[src/rtl/mem_arbiter.sv]
`default_nettype none
// ============================================================================
// Module   : mem_arbiter
// Purpose  : Shares one single-port data RAM between the instruction-fetch
//            port (IFU, read-only) and the load/store port (LSU, read/write).
//            Every request runs IDLE -> ACCESS -> RESP. The LSU normally wins,
//            but an IFU that has lost MAX_WAIT arbitrations in a row is forced
//            to win the next one.
// Ports    : clk, rst_n                  - clock, async active-low reset
//            ifu_req_* / ifu_rsp_*       - IFU valid/ready request + response
//            lsu_req_* / lsu_rsp_*       - LSU valid/ready request + response
//            lsu_rsp_err_o               - illegal LSU request flag
//            ram_addr_o/ewr_o/data_o/wid_o, ram_data_i - RAM interface
//                                          (ewr 0=write, comb read)
// Options  : `define MEM_ARB_ERR_EN to flag illegal LSU requests
//            (wid==7, or store with wid>=4). They are then never written and
//            answer with err=1 and data=0. Without it, err is always 0.
// Revision : 1.0 - initial release
// ============================================================================
module mem_arbiter #(
    parameter int DATA_WIDTH = 64,
    parameter int RAM_SIZE   = 16,
    parameter int MAX_WAIT   = 4
) (
    input  logic                  clk,
    input  logic                  rst_n,
    input  logic                  ifu_req_valid_i,
    output logic                  ifu_req_ready_o,
    input  logic [RAM_SIZE-1:0]   ifu_addr_i,
    output logic                  ifu_rsp_valid_o,
    input  logic                  ifu_rsp_ready_i,
    output logic [DATA_WIDTH-1:0] ifu_rsp_data_o,
    input  logic                  lsu_req_valid_i,
    output logic                  lsu_req_ready_o,
    input  logic [RAM_SIZE-1:0]   lsu_addr_i,
    input  logic                  lsu_we_i,
    input  logic [2:0]            lsu_wid_i,
    input  logic [DATA_WIDTH-1:0] lsu_wdata_i,
    output logic                  lsu_rsp_valid_o,
    input  logic                  lsu_rsp_ready_i,
    output logic [DATA_WIDTH-1:0] lsu_rsp_data_o,
    output logic                  lsu_rsp_err_o,
    output logic [RAM_SIZE-1:0]   ram_addr_o,
    output logic                  ram_ewr_o,
    output logic [DATA_WIDTH-1:0] ram_data_o,
    output logic [2:0]            ram_wid_o,
    input  logic [DATA_WIDTH-1:0] ram_data_i
);

    typedef enum logic [1:0] {
        S_IDLE   = 2'd0,
        S_ACCESS = 2'd1,
        S_RESP   = 2'd2
    } state_t;

    localparam logic [2:0] c_WID_D    = 3'd3;
    localparam logic [2:0] c_WID_WU   = 3'd6;
    localparam logic [3:0] c_MAX_WAIT = 4'(MAX_WAIT);

    state_t                r_state_q,         w_state_d;
    logic                  r_own_lsu_q,       w_own_lsu_d;
    logic [RAM_SIZE-1:0]   r_addr_q,          w_addr_d;
    logic                  r_we_q,            w_we_d;
    logic [2:0]            r_wid_q,           w_wid_d;
    logic [DATA_WIDTH-1:0] r_wdata_q,         w_wdata_d;
    logic [3:0]            r_starve_q,        w_starve_d;
    logic                  r_ifu_rsp_valid_q, w_ifu_rsp_valid_d;
    logic                  r_lsu_rsp_valid_q, w_lsu_rsp_valid_d;
    logic [DATA_WIDTH-1:0] r_ifu_rsp_data_q,  w_ifu_rsp_data_d;
    logic [DATA_WIDTH-1:0] r_lsu_rsp_data_q,  w_lsu_rsp_data_d;
    logic                  r_lsu_rsp_err_q,   w_lsu_rsp_err_d;

    logic w_lsu_win;
    logic w_ifu_win;
    logic w_idle;
    logic w_illegal;

    // Starved IFU overrides the LSU's fixed priority.
    assign w_lsu_win = lsu_req_valid_i && !(ifu_req_valid_i && (r_starve_q == c_MAX_WAIT));
    assign w_ifu_win = ifu_req_valid_i && !w_lsu_win;
    // rst_n gates the combinational readies so they drop with the reset edge.
    assign w_idle    = (r_state_q == S_IDLE) && rst_n;

    assign lsu_req_ready_o = w_idle && w_lsu_win;
    assign ifu_req_ready_o = w_idle && w_ifu_win;

`ifdef MEM_ARB_ERR_EN
    assign w_illegal = r_own_lsu_q && ((r_wid_q == 3'd7) || (r_we_q && r_wid_q[2]));
`else
    assign w_illegal = 1'b0;
`endif

    // Write enable only inside ACCESS; every other state reads.
    assign ram_ewr_o  = !((r_state_q == S_ACCESS) && r_we_q && !w_illegal);
    assign ram_addr_o = r_addr_q;
    assign ram_wid_o  = r_wid_q;
    assign ram_data_o = r_wdata_q;

    assign ifu_rsp_valid_o = r_ifu_rsp_valid_q;
    assign ifu_rsp_data_o  = r_ifu_rsp_data_q;
    assign lsu_rsp_valid_o = r_lsu_rsp_valid_q;
    assign lsu_rsp_data_o  = r_lsu_rsp_data_q;
    assign lsu_rsp_err_o   = r_lsu_rsp_err_q;

    always_comb begin
        w_state_d         = r_state_q;
        w_own_lsu_d       = r_own_lsu_q;
        w_addr_d          = r_addr_q;
        w_we_d            = r_we_q;
        w_wid_d           = r_wid_q;
        w_wdata_d         = r_wdata_q;
        w_starve_d        = r_starve_q;
        w_ifu_rsp_valid_d = r_ifu_rsp_valid_q;
        w_lsu_rsp_valid_d = r_lsu_rsp_valid_q;
        w_ifu_rsp_data_d  = r_ifu_rsp_data_q;
        w_lsu_rsp_data_d  = r_lsu_rsp_data_q;
        w_lsu_rsp_err_d   = r_lsu_rsp_err_q;
        case (r_state_q)
            S_IDLE: begin
                if (w_lsu_win) begin
                    w_state_d   = S_ACCESS;
                    w_own_lsu_d = 1'b1;
                    w_addr_d    = lsu_addr_i;
                    w_we_d      = lsu_we_i;
                    w_wid_d     = lsu_wid_i;
                    w_wdata_d   = lsu_wdata_i;
                    if (ifu_req_valid_i && (r_starve_q != c_MAX_WAIT)) begin
                        w_starve_d = r_starve_q + 4'd1;
                    end
                end else if (w_ifu_win) begin
                    w_state_d   = S_ACCESS;
                    w_own_lsu_d = 1'b0;
                    w_addr_d    = ifu_addr_i;
                    w_we_d      = 1'b0;
                    w_wid_d     = c_WID_WU;
                    w_wdata_d   = '0;
                    w_starve_d  = 4'd0;
                end
            end
            S_ACCESS: begin
                w_state_d = S_RESP;
                if (r_own_lsu_q) begin
                    w_lsu_rsp_valid_d = 1'b1;
                    w_lsu_rsp_err_d   = w_illegal;
                    w_lsu_rsp_data_d  = (r_we_q || w_illegal) ? '0 : ram_data_i;
                end else begin
                    w_ifu_rsp_valid_d = 1'b1;
                    w_ifu_rsp_data_d  = ram_data_i;
                end
            end
            S_RESP: begin
                if (r_own_lsu_q && lsu_rsp_ready_i) begin
                    w_lsu_rsp_valid_d = 1'b0;
                    w_state_d         = S_IDLE;
                end else if (!r_own_lsu_q && ifu_rsp_ready_i) begin
                    w_ifu_rsp_valid_d = 1'b0;
                    w_state_d         = S_IDLE;
                end
            end
            default: w_state_d = S_IDLE;
        endcase
    end

    always_ff @(posedge clk or negedge rst_n) begin
        if (!rst_n) begin
            r_state_q         <= S_IDLE;
            r_own_lsu_q       <= 1'b0;
            r_addr_q          <= '0;
            r_we_q            <= 1'b0;
            r_wid_q           <= c_WID_D;
            r_wdata_q         <= '0;
            r_starve_q        <= 4'd0;
            r_ifu_rsp_valid_q <= 1'b0;
            r_lsu_rsp_valid_q <= 1'b0;
            r_ifu_rsp_data_q  <= '0;
            r_lsu_rsp_data_q  <= '0;
            r_lsu_rsp_err_q   <= 1'b0;
        end else begin
            r_state_q         <= w_state_d;
            r_own_lsu_q       <= w_own_lsu_d;
            r_addr_q          <= w_addr_d;
            r_we_q            <= w_we_d;
            r_wid_q           <= w_wid_d;
            r_wdata_q         <= w_wdata_d;
            r_starve_q        <= w_starve_d;
            r_ifu_rsp_valid_q <= w_ifu_rsp_valid_d;
            r_lsu_rsp_valid_q <= w_lsu_rsp_valid_d;
            r_ifu_rsp_data_q  <= w_ifu_rsp_data_d;
            r_lsu_rsp_data_q  <= w_lsu_rsp_data_d;
            r_lsu_rsp_err_q   <= w_lsu_rsp_err_d;
        end
    end

endmodule
`default_nettype wire

[config.mk]
export PLATFORM = sky130hd
export DESIGN_NAME = mem_arbiter
export DESIGN_NICKNAME = d
export VERILOG_FILES = /design/src/rtl/mem_arbiter.sv
export SDC_FILE = /design/constraint.sdc
export NUM_CORES = 1
export LEC_CHECK = 0
export CORE_AREA = 2 2 151 153
export DETAILED_ROUTE_END_ITERATION = 7
export DIE_AREA = 0 0 153 155
export PLACE_DENSITY = 0.77
export RECOVER_POWER = 50
export REMOVE_ABC_BUFFERS = 1
export SYNTH_ARGS = -nofsm -noshare
export SYNTH_HDL_FRONTEND = slang
export SYNTH_SLANG_ARGS = --single-unit
[constraint.sdc]
create_clock -name clk -period 3.58 [get_ports clk]
set_input_delay 0.537 -clock clk [delete_from_list [all_inputs] [get_ports clk]]
set_output_delay 0.537 -clock clk [all_outputs]
set_load 0.05 [all_outputs]
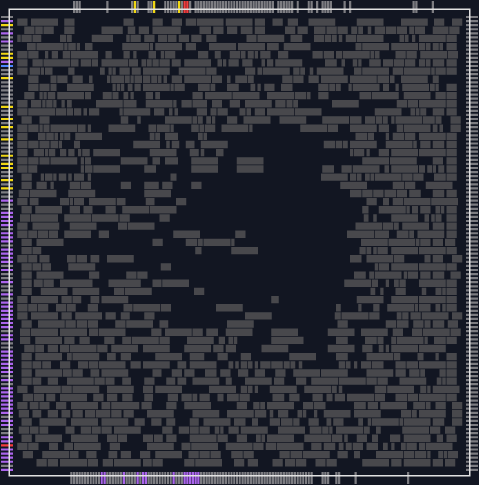
*Pin map, run 1*
(3 px per µm) Pins as bars across the die edge, other pins in grey.
- red: lsu_wid_i (pins 3; direction input; edge 2 top, 1 left)
- yellow: lsu_addr_i (pins 16; direction input; edge 13 left, 3 top)
- purple: lsu_wdata_i (pins 64; direction input; edge 51 left, 13 bottom)
- blue: lsu_req_valid_i (pins 1; direction input; edge left)
- all pins by edge: 112 left, 112 right, 95 bottom, 68 top

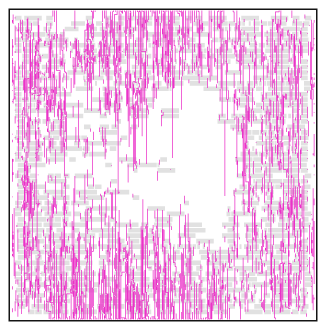
*The metal 2 layer, run 1*
(2 px per µm)
- share of all routed wire: 50%
- wire length on this layer: 12,800 µm
- nets with wire on the layer: 1,102
- main direction: vertical
- longest straight run: 70.4 µm

==> deck_impl_summary.md, run 1 <==
Run Summary

Status
  – Status: finished with violations
  – Failing checks: capacitance limit, slew limit

Final timing
  – Final worst-path setup slack: just under 600 ps
  – Post-route setup TNS: 0 ps
  – Fin crit period: between 2000 and 3000 ps
  – Clk_skew: 11.4 ps
  – Fin. max-slew vios: 222
  – Fmax: 335 MHz

Finish
  – Final std cells w/o fill: 1,389
  – Register Area: 5530 µm²
  – #MultiIn Comb: 438
  – Clock buf/inv share: 0.0607
  – Combinational Area: 2940 µm²
  – Most numerous logic cells after layout: 365 x clkdlybuf4s50_1, 219 x dfrtp_1, 107 x nand2_1, 67 x o21ai_0, 66 x a22o_1
  – Fraction of area in multi-input gates: 0.216
  – NonClk Buf Share: 0.290
  – Clock buf count: 35
  – Non-clk bufs: between 300 and 400
  – # fillers: 1,775

Yosys
  – Main synth FF type: dfrtp_1
  – Adder Share, Synth: 0.00715
  – Synth async-reset ratio: 1.00
  – Netlist cell types: 32
  – Most instantiated cells after synthesis: 219 x dfrtp_1, 108 x nand2_1, 67 x o21ai_0
  – Synth Instances: approximately 700
  – Synth warn: 0

Clock tree
  – Late-Pin Clk Latency: 510 ps
  – Clock-pin slew on the worst setup and hold paths: roughly 60 ps

Setup path
  – Worst path depth: 4
  – Crit-path max FO: 44
  – Worst setup path startpoint: lsu_req_valid_i
  – WP buf/inv: 2
  – Reg2Reg Depth: 6
  – RR Startpoint: r_state_q[0]
  – CP Cell Sequence: dlygate4sd3_1 -> o21ai_0 -> clkbuf_1 -> a22o_1
  – Arr. time, crit path: 3420 ps

GRT
  – Largest net degree at the start of global routing: 111
  – Global route overflow: 0
  – Antenna violations before repair: 1
  – Met1 Use GR: 0.262
  – Number of global-route vias before repair: 7,110

Placement
  – Placed cells: between 1,000 and 1,500
  – # port buffers: approximately 390
  – Placed Instance Area: 12,800 µm²

Die
  – FP Core Util: 0.394
  – Die footprint: 23,700 µm²
  – Chip width: 153 µm

Routing
  – Drt first-iter violations: around 310
  – Met3 WL post-DR: 2.16 mm
  – Residual DRC count: 0
  – Uppermost layer routed: met4

Hold path
  – Startpoint of the worst hold path: lsu_rsp_data_o[10]

Job
  – Max-cap viol count: 3
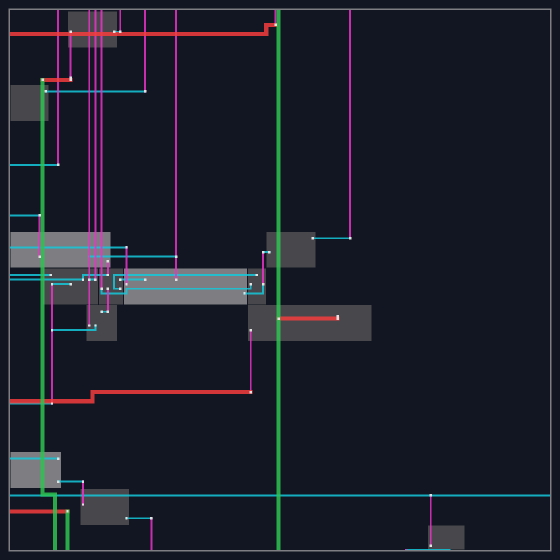
*Close-up of the layout, run 1*
Window x 56 to 96, y 58 to 98 µm. Cells in grey, sequential cells in the stronger grey; small squares are vias.
- red: met3
- green: met4
- magenta: met2
- cyan: met1
- sequential cells in the window: 2
- cells with their middle in the window: 12
- netlist names of flops here include: ifu_rsp_data_o (1), lsu_rsp_data_o (1)
- most frequent: clkdlybuf4s50_1 (4), dfrtp_1 (2)

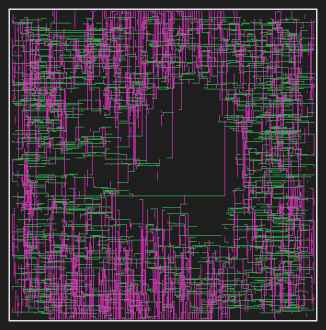
*Metal layers overlaid, run 1*
(2 px per µm) Two of the layers only.
- green: met1 (wire length 10,300 µm)
- magenta: met2 (wire length 12,800 µm)
via count: 6,954
wire per inst: 18.6 µm
Total Routed Length: 25.8 mm
GRT Total Usage: 0.211

==> run 1 -> run 2 <==
--- a/config.mk
+++ b/config.mk
@@ -5,10 +5,10 @@
 export SDC_FILE = /design/constraint.sdc
 export NUM_CORES = 1
 export LEC_CHECK = 0
-export CORE_AREA = 2 2 151 153
+export CORE_MARGIN = 2
+export CORE_UTILIZATION = 38
 export DETAILED_ROUTE_END_ITERATION = 7
-export DIE_AREA = 0 0 153 155
-export PLACE_DENSITY = 0.77
+export PLACE_DENSITY = 0.78
 export RECOVER_POWER = 50
 export REMOVE_ABC_BUFFERS = 1
 export SYNTH_ARGS = -nofsm -noshare
==> constraint.sdc (replaced) <==
create_clock -name clk -period 2.5 [get_ports clk]
set_input_delay 0.375 -clock clk [delete_from_list [all_inputs] [get_ports clk]]
set_output_delay 0.375 -clock clk [all_outputs]
set_load 0.05 [all_outputs]
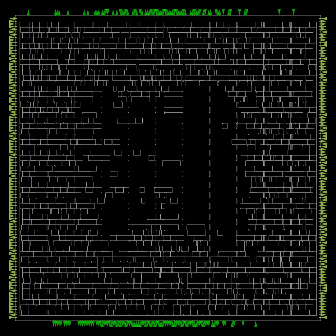
*Placement view, run 2*
final design utilization: 0.606
# fillers: 1,838
Core ar.: 22,600 µm²
registers: 221

==> deck_impl_summary.md, run 2 <==
Run Summary

Status
  – Status: finished, final reports clean

Setup path
  – RR Startpoint: r_state_q[0]
  – Crit-path max FO: 5 (-89%)
  – Worst path depth: 6 (+2)
  – Arr. time, crit path: 2010 ps (-1410 ps)
  – CP Cell Sequence: inv_1 -> ha_1 -> nand4b_1 -> and3_4 -> and2_1 -> buf_4
  – WP buf/inv: 2 (unchanged)
  – Worst setup path startpoint: r_starve_q[0]
  – Reg2Reg Depth: 6 (unchanged)

Finish
  – Clock buf/inv share: 0.0587 (-0.00204)
  – Most numerous logic cells after layout: 381 x clkdlybuf4s50_1, 219 x dfrtp_1, 108 x nand2_1, 67 x o21ai_0, 66 x a22o_1
  – Non-clk bufs: 408 (+3.0%)
  – NonClk Buf Share: 0.296 (+0.00584)
  – Register Area: 5530 µm² (unchanged)
  – Final std cells w/o fill: 1,400 (+0.79%)
  – #MultiIn Comb: 438 (unchanged)

Die
  – Chip width: 156 µm (+1.8%)
  – Die footprint: 24,200 µm² (+2.3%)
  – FP Core Util: 0.386 (-0.00718)

Final timing
  – Clk_skew: 7.29 ps (-4.08 ps)
  – Final worst-path setup slack: 117 ps (-476 ps)
  – Final worst-path cycle share: 0.953
  – Fmax: 420 MHz
  – Fin crit period: 2380 ps
  – Fin. max-slew vios: 0 (-100%)

Clock tree
  – Late-Pin Clk Latency: 510 ps (about the same)
  – Clock-pin slew on the worst setup and hold paths: 60 ps (about the same)
  – PostCTS Resize Cnt: 0
  – Setup repair bufs after CTS: 0

Routing
  – Via count: 7,090 (+2.0%)
  – Drt first-iter violations: 226 (-27%)
  – Wire per inst: 18.7 µm (+0.56%)
  – Uppermost layer routed: met4
  – Met3 WL post-DR: 2.35 mm (+8.8%)
  – Total Routed Length: 26.2 mm (+1.4%)
  – Residual DRC count: 0 (unchanged)

Placement
  – Placed cells: 1,355 (+0.82%)
  – Placed Instance Area: 13,000 µm² (+1.0%)
  – # port buffers: 385 (unchanged)

Yosys
  – Netlist cell types: 32 (unchanged)
  – Synth async-reset ratio: 1.00 (unchanged)
  – Synth Instances: 720 (unchanged)
  – Main synth FF type: dfrtp_1
  – Most instantiated cells after synthesis: 219 x dfrtp_1, 108 x nand2_1, 67 x o21ai_0
  – Synth warn: 0 (unchanged)
  – Adder Share, Synth: 0.00715 (unchanged)

GRT
  – GRT Total Usage: 0.210 (-0.000949)
  – Global route overflow: 0 (unchanged)
  – Number of global-route vias before repair: 7,026 (-1.2%)
  – Met1 Use GR: 0.247 (-0.0143)
  – Largest net degree at the start of global routing: 107 (-3.6%)

Job
  – Max-cap viol count: 0 (-3)
